Figure 1. Routed metal, one colour a layer (run 1).
Two of the layers only.
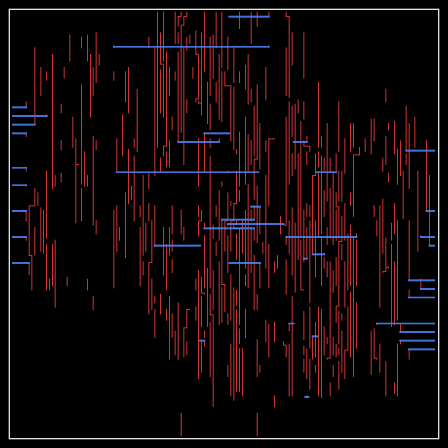
Figure 2. Where the registers sit (run 1).
Bar = 20 µm.
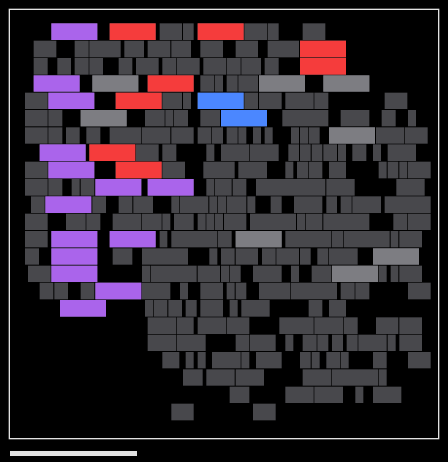
Figure 3. Cell density map (run 1).
Bar = 20 µm. The die is cut into 7 by 7 equal tiles; dark purple is low, yellow is high, 0 to 100% covered.
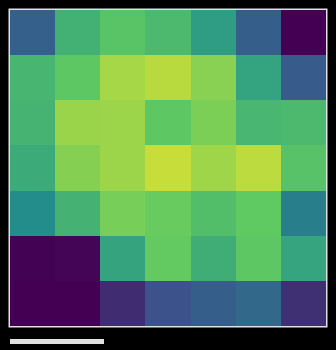
==> config.mk <==
export PLATFORM = sky130hd
export DESIGN_NAME = vga_dither_out_flat
export DESIGN_NICKNAME = d
export VERILOG_FILES = /design/src/rtl/vga_dither_out_if.sv /design/src/rtl/vga_dither_out.sv /design/src/flat_wrapper.sv
export SDC_FILE = /design/constraint.sdc
export NUM_CORES = 1
export LEC_CHECK = 0
export CAP_MARGIN = 10
export CORE_UTILIZATION = 51
export DETAILED_ROUTE_END_ITERATION = 7
export PLACE_DENSITY = 0.92
export SLEW_MARGIN = 20
export SYNTH_ARGS = -nofsm -noshare
export SYNTH_HDL_FRONTEND = slang
export SYNTH_SLANG_ARGS = --single-unit
==> constraint.sdc <==
create_clock -name clk -period 4.6 [get_ports clk]
set_clock_uncertainty 0.15 [all_clocks]
set_input_delay 0.46 -clock clk [delete_from_list [all_inputs] [get_ports clk]]
set_output_delay 0.46 -clock clk [all_outputs]
set_load 0.1 [all_outputs]
==> src/rtl/vga_dither_out_if.sv <==
`default_nettype none
// ============================================================================
//  Module      : vga_dither_out_if
//  Description : Bundle between the VGA front end (timing + noise generator)
//                and the dither/output stage.
//                master : drives timing, coordinates, noise and palette
//                         request; observes the PMOD byte and frame counter.
//                slave  : the output stage (consumes inputs, drives outputs).
//  Signals     : hsync_in, vsync_in, display_on_in  timing flags (active high)
//                hpos, vpos [9:0]                   pixel coordinates
//                noise [7:0]                        intensity sample (lags
//                                                   coordinates by PIPE_LAT)
//                palette_sel [1:0]                  requested palette
//                uo_out [7:0]                       TinyVGA PMOD byte
//                frame_cnt [7:0]                    frame counter
//  Revision    : 1.0  initial release
// ============================================================================
interface vga_dither_out_if;

    logic       hsync_in;
    logic       vsync_in;
    logic       display_on_in;
    logic [9:0] hpos;
    logic [9:0] vpos;
    logic [7:0] noise;
    logic [1:0] palette_sel;
    logic [7:0] uo_out;
    logic [7:0] frame_cnt;

    modport master (
        output hsync_in,
        output vsync_in,
        output display_on_in,
        output hpos,
        output vpos,
        output noise,
        output palette_sel,
        input  uo_out,
        input  frame_cnt
    );

    modport slave (
        input  hsync_in,
        input  vsync_in,
        input  display_on_in,
        input  hpos,
        input  vpos,
        input  noise,
        input  palette_sel,
        output uo_out,
        output frame_cnt
    );

endinterface

`default_nettype wire

==> src/rtl/vga_dither_out.sv <==
`default_nettype none
// ============================================================================
//  Module      : vga_dither_out
//  Description : VGA output stage. Delays the timing flags and the low
//                coordinate bits so they line up with the late-arriving
//                noise sample, maps the sample through one of four palettes,
//                applies a 4x4 ordered (Bayer) dither down to 2 bits per
//                channel (optionally rotating the pattern each frame) and
//                registers the TinyVGA PMOD byte.
//  Parameters  : PIPE_LAT  cycles by which noise lags hpos/vpos/sync (1..4)
//                TEMPORAL  1 = Bayer column offset follows frame_cnt[1:0]
//  Ports       : clk    pixel clock
//                rst_n  synchronous active-low reset
//                bus    vga_dither_out_if.slave
//                         in : hsync_in, vsync_in, display_on_in, hpos, vpos,
//                              noise, palette_sel
//                         out: uo_out = {hs, B0, G0, R0, vs, B1, G1, R1},
//                              frame_cnt
//  Latency     : hsync_in/hpos -> uo_out = PIPE_LAT + 1 cycles,
//                noise         -> uo_out = 1 cycle.
//  Revision    : 1.0  initial release
// ============================================================================
module vga_dither_out #(
    parameter int PIPE_LAT = 2,
    parameter bit TEMPORAL = 1'b1
) (
    input  logic             clk,
    input  logic             rst_n,
    vga_dither_out_if.slave  bus
);

    // ------------------------------------------------------------------
    // Constants
    // ------------------------------------------------------------------
    // One delay-line tap: {hsync, vsync, display_on, hpos[1:0], vpos[1:0]}
    localparam int TAP_W = 7;
    localparam int DLY_W = PIPE_LAT * TAP_W;

    localparam logic [1:0] PAL_GREY = 2'd0;
    localparam logic [1:0] PAL_WARM = 2'd1;
    localparam logic [1:0] PAL_COOL = 2'd2;
    localparam logic [1:0] PAL_RAW  = 2'd3;

    // ------------------------------------------------------------------
    // Helpers
    // ------------------------------------------------------------------
    // 4x4 Bayer threshold, indexed [row][column].
    function automatic logic [3:0] bayer_thresh(input logic [1:0] by,
                                                input logic [1:0] bx);
        logic [3:0] t;
        t = 4'd0;
        case ({by, bx})
            4'h0: t = 4'd0;
            4'h1: t = 4'd8;
            4'h2: t = 4'd2;
            4'h3: t = 4'd10;
            4'h4: t = 4'd12;
            4'h5: t = 4'd4;
            4'h6: t = 4'd14;
            4'h7: t = 4'd6;
            4'h8: t = 4'd3;
            4'h9: t = 4'd11;
            4'hA: t = 4'd1;
            4'hB: t = 4'd9;
            4'hC: t = 4'd15;
            4'hD: t = 4'd7;
            4'hE: t = 4'd13;
            4'hF: t = 4'd5;
            default: t = 4'd0;
        endcase
        return t;
    endfunction

    // level = (c*3 + t*16 + 8) >> 8. The sum peaks at 765+240+8 = 1013,
    // so 10 bits hold it and the top two bits are directly the 0..3 level.
    function automatic logic [1:0] quantise(input logic [7:0] c,
                                            input logic [3:0] t);
        logic [9:0] acc;
        acc = ({2'b00, c} * 10'd3) + {2'b00, t, 4'b0000} + 10'd8;
        return 2'(acc >> 8);
    endfunction

    // ------------------------------------------------------------------
    // Declarations
    // ------------------------------------------------------------------
    logic [TAP_W-1:0] tap_in;
    logic [TAP_W-1:0] tap_out;
    logic [DLY_W-1:0] dly_q;
    logic [DLY_W-1:0] dly_d;

    logic             hsync_dly;
    logic             vsync_dly;
    logic             disp_dly;
    logic [1:0]       hpos_dly;
    logic [1:0]       vpos_dly;

    logic             vsync_prev_q;
    logic             frame_evt;
    logic [7:0]       frame_cnt_q;
    logic [7:0]       frame_cnt_d;
    logic [1:0]       pal_q;
    logic [1:0]       pal_d;

    logic [1:0]       bx_off;
    logic [1:0]       bx;
    logic [3:0]       thresh;

    logic [7:0]       c_r;
    logic [7:0]       c_g;
    logic [7:0]       c_b;
    logic [1:0]       lvl_r;
    logic [1:0]       lvl_g;
    logic [1:0]       lvl_b;

    logic [7:0]       uo_q;
    logic [7:0]       uo_d;

    // Only the two low coordinate bits address the Bayer matrix.
    logic             unused_bits;
    assign unused_bits = ^{bus.hpos[9:2], bus.vpos[9:2]};

    // ------------------------------------------------------------------
    // Delay line: aligns timing/coordinates with the noise sample.
    // Newest tap sits in the low bits, oldest in the high bits.
    // ------------------------------------------------------------------
    assign tap_in = {bus.hsync_in, bus.vsync_in, bus.display_on_in,
                     bus.hpos[1:0], bus.vpos[1:0]};

    generate
        if (PIPE_LAT == 1) begin : g_dly_single
            always_comb dly_d = tap_in;
        end else begin : g_dly_multi
            always_comb dly_d = {dly_q[DLY_W-TAP_W-1:0], tap_in};
        end
    endgenerate

    assign tap_out   = dly_q[DLY_W-1 -: TAP_W];
    assign hsync_dly = tap_out[6];
    assign vsync_dly = tap_out[5];
    assign disp_dly  = tap_out[4];
    assign hpos_dly  = tap_out[3:2];
    assign vpos_dly  = tap_out[1:0];

    // ------------------------------------------------------------------
    // Frame boundary: rising edge of the undelayed vsync. A palette
    // request presented in the same cycle as the edge is taken.
    // ------------------------------------------------------------------
    assign frame_evt = bus.vsync_in & ~vsync_prev_q;

    always_comb begin
        frame_cnt_d = frame_cnt_q;
        pal_d       = pal_q;
        if (frame_evt) begin
            frame_cnt_d = frame_cnt_q + 8'd1;
            pal_d       = bus.palette_sel;
        end
    end

    // ------------------------------------------------------------------
    // Bayer coordinates
    // ------------------------------------------------------------------
    generate
        if (TEMPORAL) begin : g_temporal
            assign bx_off = frame_cnt_q[1:0];
        end else begin : g_static
            assign bx_off = 2'd0;
        end
    endgenerate

    assign bx     = hpos_dly + bx_off;   // wraps mod 4
    assign thresh = bayer_thresh(vpos_dly, bx);

    // ------------------------------------------------------------------
    // Palette, quantise, blank
    // ------------------------------------------------------------------
    always_comb begin
        c_r = bus.noise;
        c_g = bus.noise;
        c_b = bus.noise;
        case (pal_q)
            PAL_WARM: begin
                c_g = {1'b0, bus.noise[7:1]};
                c_b = 8'd0;
            end
            PAL_COOL: begin
                c_r = 8'd0;
                c_g = {1'b0, bus.noise[7:1]};
            end
            default: ;
        endcase

        lvl_r = quantise(c_r, thresh);
        lvl_g = quantise(c_g, thresh);
        lvl_b = quantise(c_b, thresh);

        // Raw palette bypasses the dither and scatters the sample bits.
        if (pal_q == PAL_RAW) begin
            lvl_r = {bus.noise[7], bus.noise[2]};
            lvl_g = {bus.noise[6], bus.noise[3]};
            lvl_b = {bus.noise[5], bus.noise[4]};
        end

        if (!disp_dly) begin
            lvl_r = 2'd0;
            lvl_g = 2'd0;
            lvl_b = 2'd0;
        end
    end

    // TinyVGA PMOD bit order: low colour bits on the upper nibble.
    assign uo_d = {hsync_dly, lvl_b[0], lvl_g[0], lvl_r[0],
                   vsync_dly, lvl_b[1], lvl_g[1], lvl_r[1]};

    // ------------------------------------------------------------------
    // State
    // ------------------------------------------------------------------
    always_ff @(posedge clk) begin
        if (!rst_n) begin
            dly_q        <= '0;
            vsync_prev_q <= 1'b0;
            frame_cnt_q  <= 8'd0;
            pal_q        <= PAL_GREY;
            uo_q         <= 8'h00;
        end else begin
            dly_q        <= dly_d;
            vsync_prev_q <= bus.vsync_in;
            frame_cnt_q  <= frame_cnt_d;
            pal_q        <= pal_d;
            uo_q         <= uo_d;
        end
    end

    assign bus.uo_out    = uo_q;
    assign bus.frame_cnt = frame_cnt_q;

endmodule

`default_nettype wire

==> src/flat_wrapper.sv <==
// flat-port wrapper written by rule: the top's interface ports become plain ports
module vga_dither_out_flat 
#(
    parameter int PIPE_LAT = 2,
    parameter bit TEMPORAL = 1'b1
)
  (clk, rst_n, bus_hsync_in, bus_vsync_in, bus_display_on_in, bus_hpos, bus_vpos, bus_noise, bus_palette_sel, bus_uo_out, bus_frame_cnt);
  vga_dither_out_if bus_i ();
  input  logic clk;
  input  logic rst_n;
  input wire logic [$bits(bus_i.hsync_in)-1:0] bus_hsync_in;
  input wire logic [$bits(bus_i.vsync_in)-1:0] bus_vsync_in;
  input wire logic [$bits(bus_i.display_on_in)-1:0] bus_display_on_in;
  input wire logic [$bits(bus_i.hpos)-1:0] bus_hpos;
  input wire logic [$bits(bus_i.vpos)-1:0] bus_vpos;
  input wire logic [$bits(bus_i.noise)-1:0] bus_noise;
  input wire logic [$bits(bus_i.palette_sel)-1:0] bus_palette_sel;
  output wire logic [$bits(bus_i.uo_out)-1:0] bus_uo_out;
  output wire logic [$bits(bus_i.frame_cnt)-1:0] bus_frame_cnt;
  assign bus_i.hsync_in = bus_hsync_in;
  assign bus_i.vsync_in = bus_vsync_in;
  assign bus_i.display_on_in = bus_display_on_in;
  assign bus_i.hpos = bus_hpos;
  assign bus_i.vpos = bus_vpos;
  assign bus_i.noise = bus_noise;
  assign bus_i.palette_sel = bus_palette_sel;
  assign bus_uo_out = bus_i.uo_out;
  assign bus_frame_cnt = bus_i.frame_cnt;
  vga_dither_out #(.PIPE_LAT(PIPE_LAT), .TEMPORAL(TEMPORAL)) u_core (.clk(clk), .rst_n(rst_n), .bus(bus_i));
endmodule
==> flow_summary.ini, run 1 <==
; generated from flow reports
[final_layout]
largest_reg_flops = 14
lay_top_count = clkdlybuf4s50_1
n_antenna_cell = 0
nClkBuffers = 6
finalNonFillerCells = 316
combGateArea_um2 = 1390
buf_share = 0.128
final_layout_size_suffix_gt1_frac = 0.0451
nonClockBufferCount = 34
nNonClkInverters = 28
ff_count = 32
lay_top_cells = clkdlybuf4s50_1, dfxtp_1, ha_1
comb_area_frac = 0.526
clk_share = 0.0406
area.growth.synth_to_final_pct = 21.7

[grt]
grt_max_degree = 29
grt_pass1_wl_um = 7040
use_met3 = 0.0456
grt_use_met1 = 0.243
grt_pass1_vias = 1669
use_met2 = 0.368

[placement]
dp_hpwl_um = 3500
place_area_um2 = 2540
dp_cells = 308
pre_cts_slack_ns = 1.31

[synthesis]
syn-cell-area_um2 = 2180
ys_sh_mux = 0.0494
synth-warning-count = 0
synthTopCellsByArea = dfxtp_1, ha_1, fa_1
flop_cell = dfxtp_1
xor_share = 0.0523
synth.top_cell.area_share = 0.294
edf_count = 0
ys_cells = 229
compound_area_frac = 0.0672
syn_avg_cell_area_um2 = 9.51
adder_share = 0.274
synth-seq-cells = 32
ys_top_logic_family = adder cells
yosys-top-cells-count = dfxtp_1, ha_1, inv_1, and2_1, nor2_1
syn_nets = 305
netlist_instances = 229
synthSimpleGateAreaFrac = 0.198

[worst_setup_path]
slowest_delay_ns = 0.51
r2r-start = u_core.pal_q[0]$_SDFFE_PN0P_
end_kind = flop
cp.depth = 11
worst_setup_path_start_kind = flop
reg2reg_depth = 11
worstPathRequired_ns = 4.60
crit_type = reg2reg
rr_endpoint = u_core.bus.uo_out[1]$_SDFF_PN0_
rrSetupSlack_ns = 1.30

[timing]
whs_ns = 0.282
worst_slack_ns = 1.30
max_clock_freq_mhz = 303
setup_tns_ns = 0
worst-slew-pin-transition_ns = 0.989
slew_viol_final = 0
fin_crit_sh = 0.717
post-route-min-period_ns = 3.30
rsz0062_at_grt = false

[clock_network]
cts_resized = 0
cts_buffers = 5
clk_pin_slew_ns = 0.06
cts_buffer_depth = 2
cts_tree = yes
cts_setup_buffers = 0
clk_latency_ns = 0.29

[floorplanning]
die_x_um = 67.3
ioPinCount = 51
chipArea_um2 = 4530
nWellTaps = 50

[pwr]
cellPowerDensity_nw_per_um2 = 321
comb_power_share = 0.338
power_leader = registers
powerClk_uw = 267
swShare = 0.330
p_clk_frac = 0.314
p_total_uw = 850
vdd_drop_max_mv = 0.188
comb_power_uw = 288
p_sw_uw = 280

[hold_path]
hold_path.class = reg2reg
hold_depth = 1
min_from = u_core.dly_q[3]$_SDFF_PN0_

[run_status]
status = complete, no violations

[run]
warnings = 44

[drt]
drt-met1-wl_um = 1850
dr_wl_met2_um = 2160
dr_wl_met3_um = 184
Notes on Figure 1 above:
Key: blue = metal 3 [wire length 184 µm]; red = metal 2 [wire length 2160 µm]
Vias: 1670
WL final: 4330 µm
DR WL/cell: 13.7 µm
GRT Total Usage: 0.210

Notes on Figure 2 above:
Key: blue = u_core.pal_q [flops 2]; red = u_core.bus.frame_cnt [flops 8]; purple = u_core.dly_q [flops 14]
Reg area: 641 µm²
P_seq: 296 µW
flop share of the area: 0.242
final core utilization: 0.653

Notes on Figure 3 above:
10% of the tiles are nearly empty. 31% of the tiles are over 75% full. The fullest tile reaches 91%. The mean over all tiles is 57%.
core area: 4060 µm²
floorplan core density: 0.537

==> run 2, diff against run 1 <==
--- a/config.mk
+++ b/config.mk
@@ -6,9 +6,9 @@
 export NUM_CORES = 1
 export LEC_CHECK = 0
 export CAP_MARGIN = 10
-export CORE_UTILIZATION = 51
+export CORE_UTILIZATION = 50
 export DETAILED_ROUTE_END_ITERATION = 7
-export PLACE_DENSITY = 0.92
+export PLACE_DENSITY = 0.91
 export SLEW_MARGIN = 20
 export SYNTH_ARGS = -nofsm -noshare
 export SYNTH_HDL_FRONTEND = slang
==> constraint.sdc (replaced) <==
create_clock -name clk -period 3.22 [get_ports clk]
set_clock_uncertainty 0.15 [all_clocks]
set_input_delay 0.322 -clock clk [delete_from_list [all_inputs] [get_ports clk]]
set_output_delay 0.322 -clock clk [all_outputs]
set_load 0.1 [all_outputs]
Figure 4. Wiring heat map (run 2).
The die is cut into 14 by 14 equal tiles; dark purple is low, yellow is high, scaled to the fullest tile. Values are wire area over tile area, all layers added.
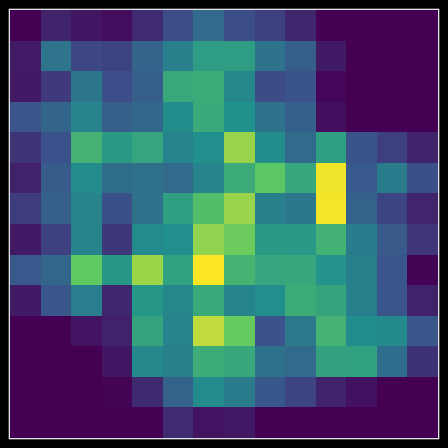
The mean over all tiles is 0.15. 22% of the tiles are over half the peak. 19% of the tiles are nearly empty. The densest ninth of the die: centre. The fullest tile reaches 0.48.
Vias: 1680
WL final: 4400 µm
DR WL/cell: 13.7 µm
GRT Total Usage: 0.215

==> run 2 against run 1 <==
  * Setup slack got worse by 1.1 ns
  * Combinational power increased by 53%
  * Cell count grew 1.6%
  * First-iteration DRC count down 62%
  * Flip-flop count unchanged
  * Clock power grew 42%
  * Wire length rose by 1.6%
  * Critical path depth down 1
  * Count of clock-buffer cells in the layout is the same
  * Core utilization grew 1.3 points
  * Synthesized cell count is the same
==> flow_summary.ini, run 2 <==
; generated from flow reports
[clock_network]
cts_buffer_depth = 2
cts_resized = 0
clk_latency_ns = 0.29
clk_pin_slew_ns = 0.07

[worst_setup_path]
slowest_delay_ns = 0.46
r2r-start = u_core.pal_q[0]$_SDFFE_PN0P_
worst_setup_path_start_kind = flop
worstPathRequired_ns = 3.24
crit_type = reg2reg

[grt]
use_met2 = 0.369
grt_pass1_vias = 1688
grt_max_degree = 27

[floorplanning]
chipArea_um2 = 4620
nWellTaps = 50
coreArea_um2 = 4090
initCoreUtil = 0.533
ioPinCount = 51

[synthesis]
flop_cell = dfxtp_1
synthSimpleGateAreaFrac = 0.198
ys_top_logic_family = adder cells
synth.top_cell.area_share = 0.294
compound_area_frac = 0.0672
adder_share = 0.274
syn-cell-area_um2 = 2180
syn_nets = 305

[final_layout]
nClkBuffers = 6
lay_top_count = clkdlybuf4s50_1
finish.utilization = 0.666
nNonClkInverters = 28
lay_top_cells = clkdlybuf4s50_1, dfxtp_1, ha_1
nonClockBufferCount = 39
final_layout_size_suffix_gt1_frac = 0.103
buf_share = 0.137
area.growth.synth_to_final_pct = 25.1
n_antenna_cell = 0
seqCellArea_um2 = 643

[timing]
max_clock_freq_mhz = 327
worst_slack_ns = 0.160
post-route-min-period_ns = 3.06
whs_ns = 0.277
fin_crit_sh = 0.950
rsz0062_at_grt = true

[pwr]
comb_power_uw = 441
vdd_drop_max_mv = 0.359
power_leader = combinational logic
sequentialPower_uw = 423
cellPowerDensity_nw_per_um2 = 457
swShare = 0.331
comb_power_share = 0.355
p_sw_uw = 411

[hold_path]
hold_depth = 1
hold_path.class = reg2reg

[placement]
pre_cts_slack_ns = 0.0253
place_area_um2 = 2570
dp_cells = 312

[run_status]
status = complete, no violations

[run]
warnings = 45

[drt]
drt-met1-wl_um = 1880
dr_wl_met3_um = 156
dr_wl_met2_um = 2230
==> run 3, diff against run 2 <==
--- a/config.mk
+++ b/config.mk
@@ -6,9 +6,9 @@
 export NUM_CORES = 1
 export LEC_CHECK = 0
 export CAP_MARGIN = 10
-export CORE_UTILIZATION = 50
+export CORE_UTILIZATION = 41
 export DETAILED_ROUTE_END_ITERATION = 7
-export PLACE_DENSITY = 0.91
+export PLACE_DENSITY = 0.79
 export SLEW_MARGIN = 20
 export SYNTH_ARGS = -nofsm -noshare
 export SYNTH_HDL_FRONTEND = slang
==> constraint.sdc (replaced) <==
create_clock -name clk -period 3.22 [get_ports clk]
set_clock_uncertainty 0.15 [all_clocks]
set_input_delay 0.322 -clock clk [delete_from_list [all_inputs] [get_ports clk]]
set_output_delay 0.322 -clock clk [all_outputs]
set_load 0.005 [all_outputs]
Figure 5. Where the registers sit (run 3).
Bar = 20 µm.
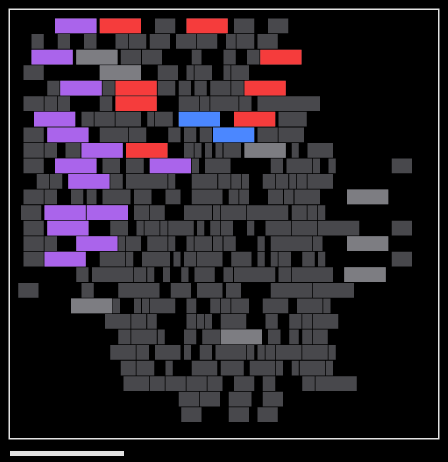
Key: blue = u_core.pal_q [flops 2]; purple = u_core.dly_q [flops 14]; red = u_core.bus.frame_cnt [flops 8]
Another 8 sequential cells are not coloured.
P_seq: 421 µW
final core utilization: 0.536
flop share of the area: 0.234

==> run 3 against run 2 <==
  * Cell count increased by 6.9%
  * Flip-flop count did not move
  * Clock power is essentially flat
  * Via count down 0.65%
  * Total power shrank 5.6%
  * Setup slack worse by 0.026 ns
  * Critical endpoint is now u_core.bus.uo_out[4]$_SDFF_PN0_
  * The run now ends with design-rule violations left
  * First-iteration DRC count down 17%
  * Critical path depth unchanged
  * Core utilization is 13 points lower
  * Sequential power about the same
  * Register-to-register slack worse by 0.03 ns
==> flow_summary.ini, run 3 <==
; generated from flow reports
[clock_network]
clk_latency_ns = 0.28
cts_root_buf = clkbuf_8
cts-hold-fix-buffers = 0
cts_tree = yes
clkSinkCount = 32
htreeDepth = 2
clk_pin_slew_ns = 0.07
cts_buffer_depth = 2
cts_setup_buffers = 0
cts_resized = 0
cts_buffers = 5

[final_layout]
largest_class = logic gates
final_layout_size_suffix_gt1_frac = 0.0806
seqCellArea_um2 = 641
combGateArea_um2 = 1400
regMostFlops = u_core.dly_q
num-nets-final = 348
lay_top_cells = clkdlybuf4s50_1, dfxtp_1, ha_1
nNonClkInverters = 28
logic_gate_count = 164
buf_share = 0.144
finalNonFillerCells = 343
ff_count = 32
nClkBuffers = 5
nFillCells = 463
nonClockBufferCount = 41
comb_area_frac = 0.511
area.growth.synth_to_final_pct = 25.7
clk_share = 0.0407
lay_top_count = clkdlybuf4s50_1
largest_reg_flops = 14
design_area_um2 = 2740
n_antenna_cell = 0

[worst_setup_path]
worst_setup_path_start_kind = flop
crit_type = reg2reg
rr_endpoint = u_core.bus.uo_out[4]$_SDFF_PN0_
rrSetupSlack_ns = 0.13
r2r-start = u_core.bus.frame_cnt[0]$_SDFFE_PN0P_
setup.worst_path.end = u_core.bus.uo_out[4]$_SDFF_PN0_
reg2reg_depth = 10
path_cells = ha_1, xnor2_1, inv_1, fa_1, ha_1, nand3_1, nor4_1, o21ai_0, nand3_1, a21oi_1
slowest_delay_ns = 0.49
cp.depth = 10
worstPathRequired_ns = 3.25
end_kind = flop
startpoint = u_core.bus.frame_cnt[0]$_SDFFE_PN0P_
crit_buf_inv = 1
cp_slowest_cell = fa_1

[synthesis]
synth-seq-cells = 32
synthArstFlopShare = 0
yosys_area_um2 = 2180
synthSimpleGateAreaFrac = 0.198
yosysTopAreaCell = dfxtp_1
ys_cells = 229
adder_share = 0.274
syn_avg_cell_area_um2 = 9.51
flop_cell = dfxtp_1
edf_count = 0
ys_sh_mux = 0.0494
synth.top_cell.area_share = 0.294
netlist_instances = 229
syn_nets = 305
synthTopCellsByArea = dfxtp_1, ha_1, fa_1
yosys-top-cells-count = dfxtp_1, ha_1, inv_1, and2_1, nor2_1
ys_top_logic_family = adder cells
synth_cell_types = 38
most_common_cell = dfxtp_1
syn-cell-area_um2 = 2180
xor_share = 0.0523
synth-warning-count = 0
compound_area_frac = 0.0672
yosysSeqAreaShare = 0.294

[pwr]
p_total_uw = 1170
vdd_drop_max_mv = 0.315
p_clk_frac = 0.322
powerClk_uw = 378
cellPowerDensity_nw_per_um2 = 429
comb_power_uw = 374
swShare = 0.299
power_leader = registers
p_sw_uw = 351
comb_power_share = 0.319
p_int_uw = 823

[placement]
dp_cells = 334
place_area_um2 = 2610
pre_cts_slack_ns = 0.0597
dp_hpwl_um = 3310
portBuffers = 34

[run_status]
violations = design-rule violations
status = finished with violations

[floorplanning]
num_rows = 26
coreArea_um2 = 5110
die_h_um = 74.9
ioPinCount = 51
chipArea_um2 = 5610
die_x_um = 74.9
nWellTaps = 70
initCoreUtil = 0.426

[grt]
use_met2 = 0.278
grt_use_met1 = 0.193
grt_max_degree = 27
gr-total-overflow = 0
grt_usage = 0.159
grt.busiest_layer = met2
use_met3 = 0.0241
grt_pass1_wl_um = 6600
grt_pass1_vias = 1518
grt_antenna_before_repair = 0

[timing]
post-route-min-period_ns = 3.09
hold_viol = 0
worst-slew-pin-transition_ns = 0.635
setup_tns_ns = 0
maxSlewHeadroom = 0.576
slew_viol_final = 0
fin_crit_sh = 0.958
worst_slack_ns = 0.134
rsz0062_at_grt = true
whs_ns = 0.284
finalSetupViolations = 0
max_clock_freq_mhz = 324

[drt]
final_antenna_net_count = 0
via_per_inst = 4.87
avgRoutedWirePerCell_um = 11.9
dr_wl_met2_um = 2100
routed.top_layer = met4
dr_wl_met3_um = 107
drt-met1-wl_um = 1790
drc = 5
wirelength_um = 4080
num_vias = 1669

[hold_path]
min_from = u_core.dly_q[12]$_SDFF_PN0_
hold_path.class = reg2reg
hold_depth = 1
whs_endpoint = u_core.bus.uo_out[3]$_SDFF_PN0_

[run]
maxCapViolations = 0
warnings = 45

==> gallery <==
Clock wiring as the flow saved it.
panel A
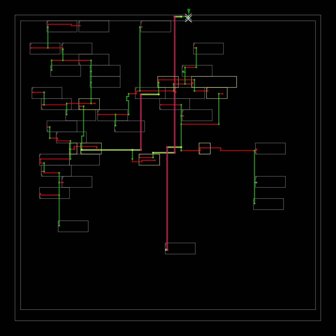
panel B
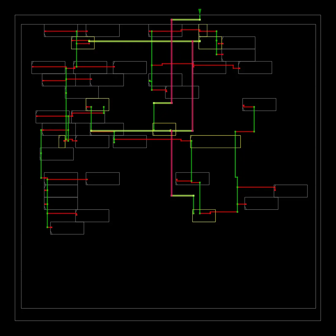
- panel A = run 3
- panel B = run 1

No activity file was given, so power comes from the tool's default toggle rates.
